[src/rtl/noc2validready_handshake_adapter.sv]
// noc2validready_handshake_adapter: per-VC FIFOs turning NoC valid/avail flits into one round-robin valid/ready stream
// Ports: clk_i/rst_i clock and synchronous active-high reset; valid_i, flit_i, virtual_channel_id_i, avail_o
// form the NoC receive side; valid_o, ready_i, flit_o, virtual_channel_id_o form the output stream;
// overflow_o is a sticky flag for pushes to a full FIFO or to a nonexistent VC.
module noc2validready_handshake_adapter #(
  parameter int FlitWidth               = 64,
  parameter int NumberOfVirtualChannels = 2,
  parameter int VirtualChannelIdWidth   = 1,
  parameter int FifoDepth               = 4
) (
  input  logic                               clk_i,
  input  logic                               rst_i,
  input  logic                               valid_i,
  input  logic [FlitWidth-1:0]               flit_i,
  input  logic [VirtualChannelIdWidth-1:0]   virtual_channel_id_i,
  output logic [NumberOfVirtualChannels-1:0] avail_o,
  output logic                               valid_o,
  input  logic                               ready_i,
  output logic [FlitWidth-1:0]               flit_o,
  output logic [VirtualChannelIdWidth-1:0]   virtual_channel_id_o,
  output logic                               overflow_o
);
  localparam int NV = NumberOfVirtualChannels;
  localparam int VW = VirtualChannelIdWidth;
  localparam int PW = $clog2(FifoDepth);
  localparam int CW = $clog2(FifoDepth + 1);
  logic [FlitWidth-1:0] r_mem [NV][FifoDepth];
  logic [PW-1:0] r_wptr [NV];
  logic [PW-1:0] r_rptr [NV];
  logic [CW-1:0] r_count [NV];
  logic [VW-1:0] r_last, r_sel;
  logic r_lock, r_overflow;
  logic [NV-1:0] w_full, w_nonempty, w_push_v, w_pop_v;
  logic [VW-1:0] w_rr, w_grant;
  logic w_any, w_valid, w_pop;
  always_comb begin
    for (int v = 0; v < NV; v++) begin
      w_full[v]     = r_count[v] == CW'(FifoDepth);
      w_nonempty[v] = r_count[v] != '0;
    end
  end
  // Scan offsets from farthest to nearest so the nearest non-empty VC after r_last wins.
  always_comb begin
    w_rr  = r_last;
    w_any = 1'b0;
    for (int k = NV; k >= 1; k--)
      for (int v = 0; v < NV; v++)
        if (v == (int'(r_last) + k) % NV && w_nonempty[v]) begin
          w_rr  = VW'(v);
          w_any = 1'b1;
        end
  end
  assign w_grant = r_lock ? r_sel : w_rr;
  assign w_valid = r_lock | w_any;
  assign w_pop   = w_valid & ready_i;
  always_comb begin
    flit_o = '0;
    for (int v = 0; v < NV; v++) begin
      w_push_v[v] = valid_i && virtual_channel_id_i == VW'(v) && !w_full[v];
      w_pop_v[v]  = w_pop && w_grant == VW'(v);
      if (w_grant == VW'(v)) flit_o = r_mem[v][r_rptr[v]];
    end
  end
  assign avail_o              = ~w_full & {NV{~rst_i}};
  assign valid_o              = w_valid & ~rst_i;
  assign virtual_channel_id_o = w_grant;
  assign overflow_o           = r_overflow;
  always_ff @(posedge clk_i) begin
    if (rst_i) begin
      for (int v = 0; v < NV; v++) begin
        r_wptr[v]  <= '0;
        r_rptr[v]  <= '0;
        r_count[v] <= '0;
      end
      r_lock     <= 1'b0;
      r_sel      <= '0;
      r_last     <= VW'(NV - 1);
      r_overflow <= 1'b0;
    end else begin
      for (int v = 0; v < NV; v++) begin
        if (w_push_v[v]) r_wptr[v] <= r_wptr[v] + 1'b1;
        if (w_pop_v[v]) r_rptr[v] <= r_rptr[v] + 1'b1;
        r_count[v] <= r_count[v] + CW'(w_push_v[v]) - CW'(w_pop_v[v]);
      end
      // Any valid flit not accepted by some FIFO (full or bad VC id) is an overflow.
      if (valid_i && !(|w_push_v)) r_overflow <= 1'b1;
      if (w_pop) begin
        r_lock <= 1'b0;
        r_last <= w_grant;
      end else if (w_valid) begin
        r_lock <= 1'b1;
        r_sel  <= w_grant;
      end
    end
  end
  always_ff @(posedge clk_i)
    for (int v = 0; v < NV; v++)
      if (w_push_v[v]) r_mem[v][r_wptr[v]] <= flit_i;
endmodule
[config.mk]
export PLATFORM = sky130hd
export DESIGN_NAME = noc2validready_handshake_adapter
export DESIGN_NICKNAME = d
export VERILOG_FILES = /design/src/rtl/noc2validready_handshake_adapter.sv
export SDC_FILE = /design/constraint.sdc
export NUM_CORES = 1
export LEC_CHECK = 0
export ABC_AREA = 1
export CORE_MARGIN = 2
export CORE_UTILIZATION = 30
export CTS_CLUSTER_SIZE = 24
export DETAILED_ROUTE_END_ITERATION = 7
export PLACE_DENSITY = 0.48
export RECOVER_POWER = 25
export REMOVE_ABC_BUFFERS = 1
export SYNTH_ARGS = -nofsm -noshare
export SYNTH_HDL_FRONTEND = slang
export SYNTH_SLANG_ARGS = --single-unit
[constraint.sdc]
create_clock -name clk_i -period 11.2 [get_ports clk_i]
set_clock_uncertainty 0.1 [all_clocks]
set_input_delay 2.24 -clock clk_i [delete_from_list [all_inputs] [get_ports clk_i]]
set_output_delay 2.24 -clock clk_i [all_outputs]
set_load 0.05 [all_outputs]
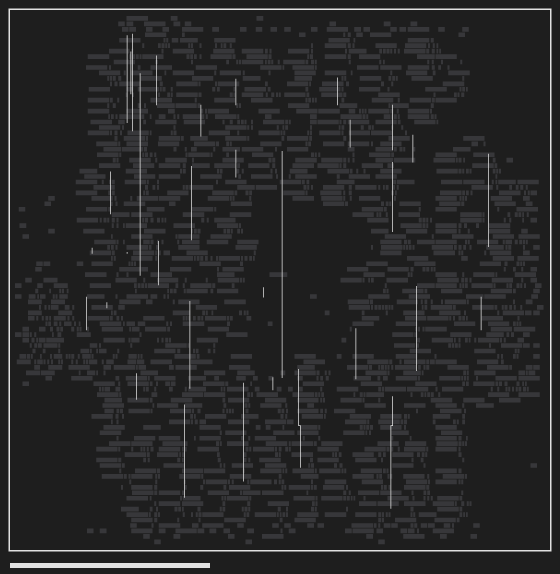
Fig. 1. Metal 4.
Bar = 100 µm. Cells faint in the background.
nets with wire on the layer	16
wire length on this layer	992 µm
longest straight run	113 µm
main direction	vertical
via count: 12900
Post-Route WL: 52700 µm

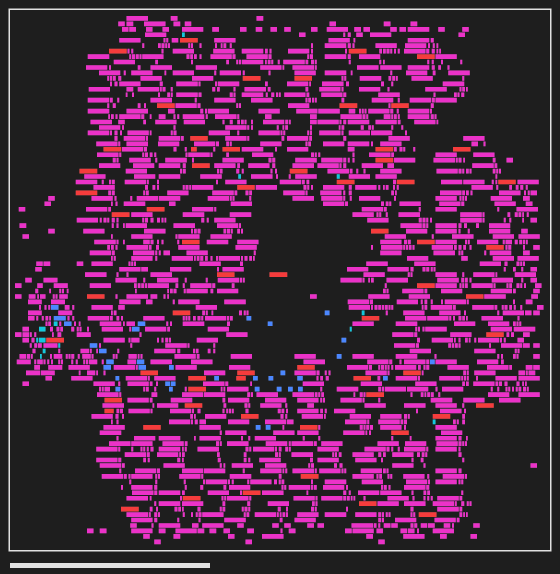
Fig. 2. Drive-strength map.
Bar = 100 µm.
color	size	cells	share
blue	_3 and _4 cells	35	1.9%
red	_6 and larger	63	3.4%
cyan	_2 cells	13	0.70%
magenta	_0 and _1 cells	1756	94%

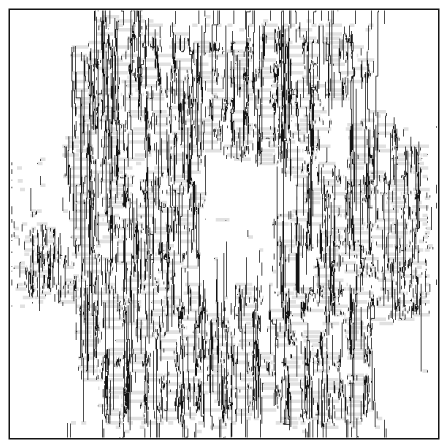
Fig. 3. The metal 2 layer.
Cells faint in the background.
main direction	vertical
nets with wire on the layer	1364
wire length on this layer	24.9 mm
routing usage on met2: 23.6%

==> results_dict.tcl <==
# yosys + openroad results
set metrics [dict create \
    comb_area_share_pct 18.7 \
    wl_met3_um 2640 \
    flop_cell "edfxtp_1" \
    clockBufferDepth 3 \
    ir_drop_uv 180 \
    hold_start "overflow_o" \
    period_used_pct 58.6 \
    ant_nets 0 \
    path_depth 9 \
    crit_slowest_cell "clkdlybuf4s50_1" \
    mostFrequentLayoutCells "edfxtp_1 (520), nor2_1 (404), o21ai_0 (342)" \
    ys_seq_share_pct 74.8 \
    syn_inst 1706 \
    final-clk-cell-share_pct 6.80 \
    simple_gate_share_pct 11.5 \
    nonClkBufAreaFrac_pct 6.11 \
    dieArea_um2 72600 \
    whs_ps 353 \
    cts_setup_buffers 0 \
    dr_wl_met2_um 24900 \
    fill_cells 6883 \
    busiest_layer "met2" \
    synth_area_leader_cell "edfxtp_1" \
    synthAoiAreaFrac_pct 9.27 \
    startpoint "r_count[0][0]" \
    clockPowerShare_pct 25.2 \
    endpoint_kind "output pin" \
    grt_max_degree 91 \
    pwr-share-comb_pct 41.0 \
    layout_setup_ws_ps 4630 \
    finalCoreUtilization_pct 35.8 \
    ctsResizeCount 0 \
    run_status "finished, final reports clean" \
    pin_count 138 \
    path_delay_family "buffers and inverters" \
    gp_congestion 0.707 \
    synthAdderAreaFrac_pct 0.782 \
    die_w_um 269 \
    p_per_area_nw_per_um2 276 \
    largest_register_ffs 512 \
    grt_pass1_wl_um 79600 \
]
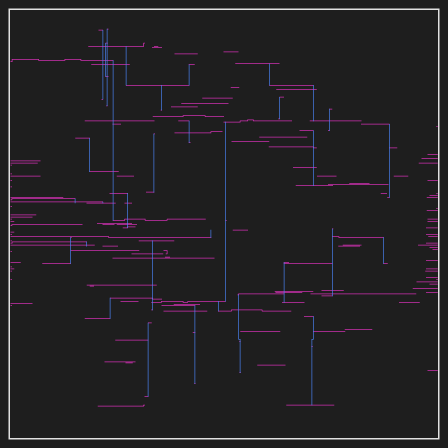
Fig. 4. Routed metal, one color a layer.
Only two layers are drawn.
color	layer	wire length
blue	metal 4	992 µm
magenta	metal 3	2640 µm

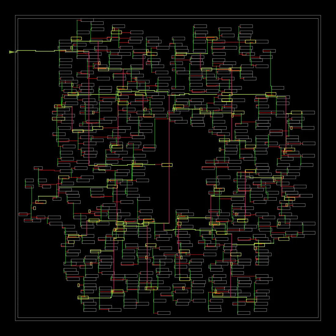
Fig. 5. Clock wiring as the flow saved it.
cts bufs inserted: 57
Clock net power: 0.00174 W
TritonCTS sink count: 530
Clock Latency Late Sink: 610 ps
Flops: 530

No activity file was given, so power comes from the tool's default toggle rates.
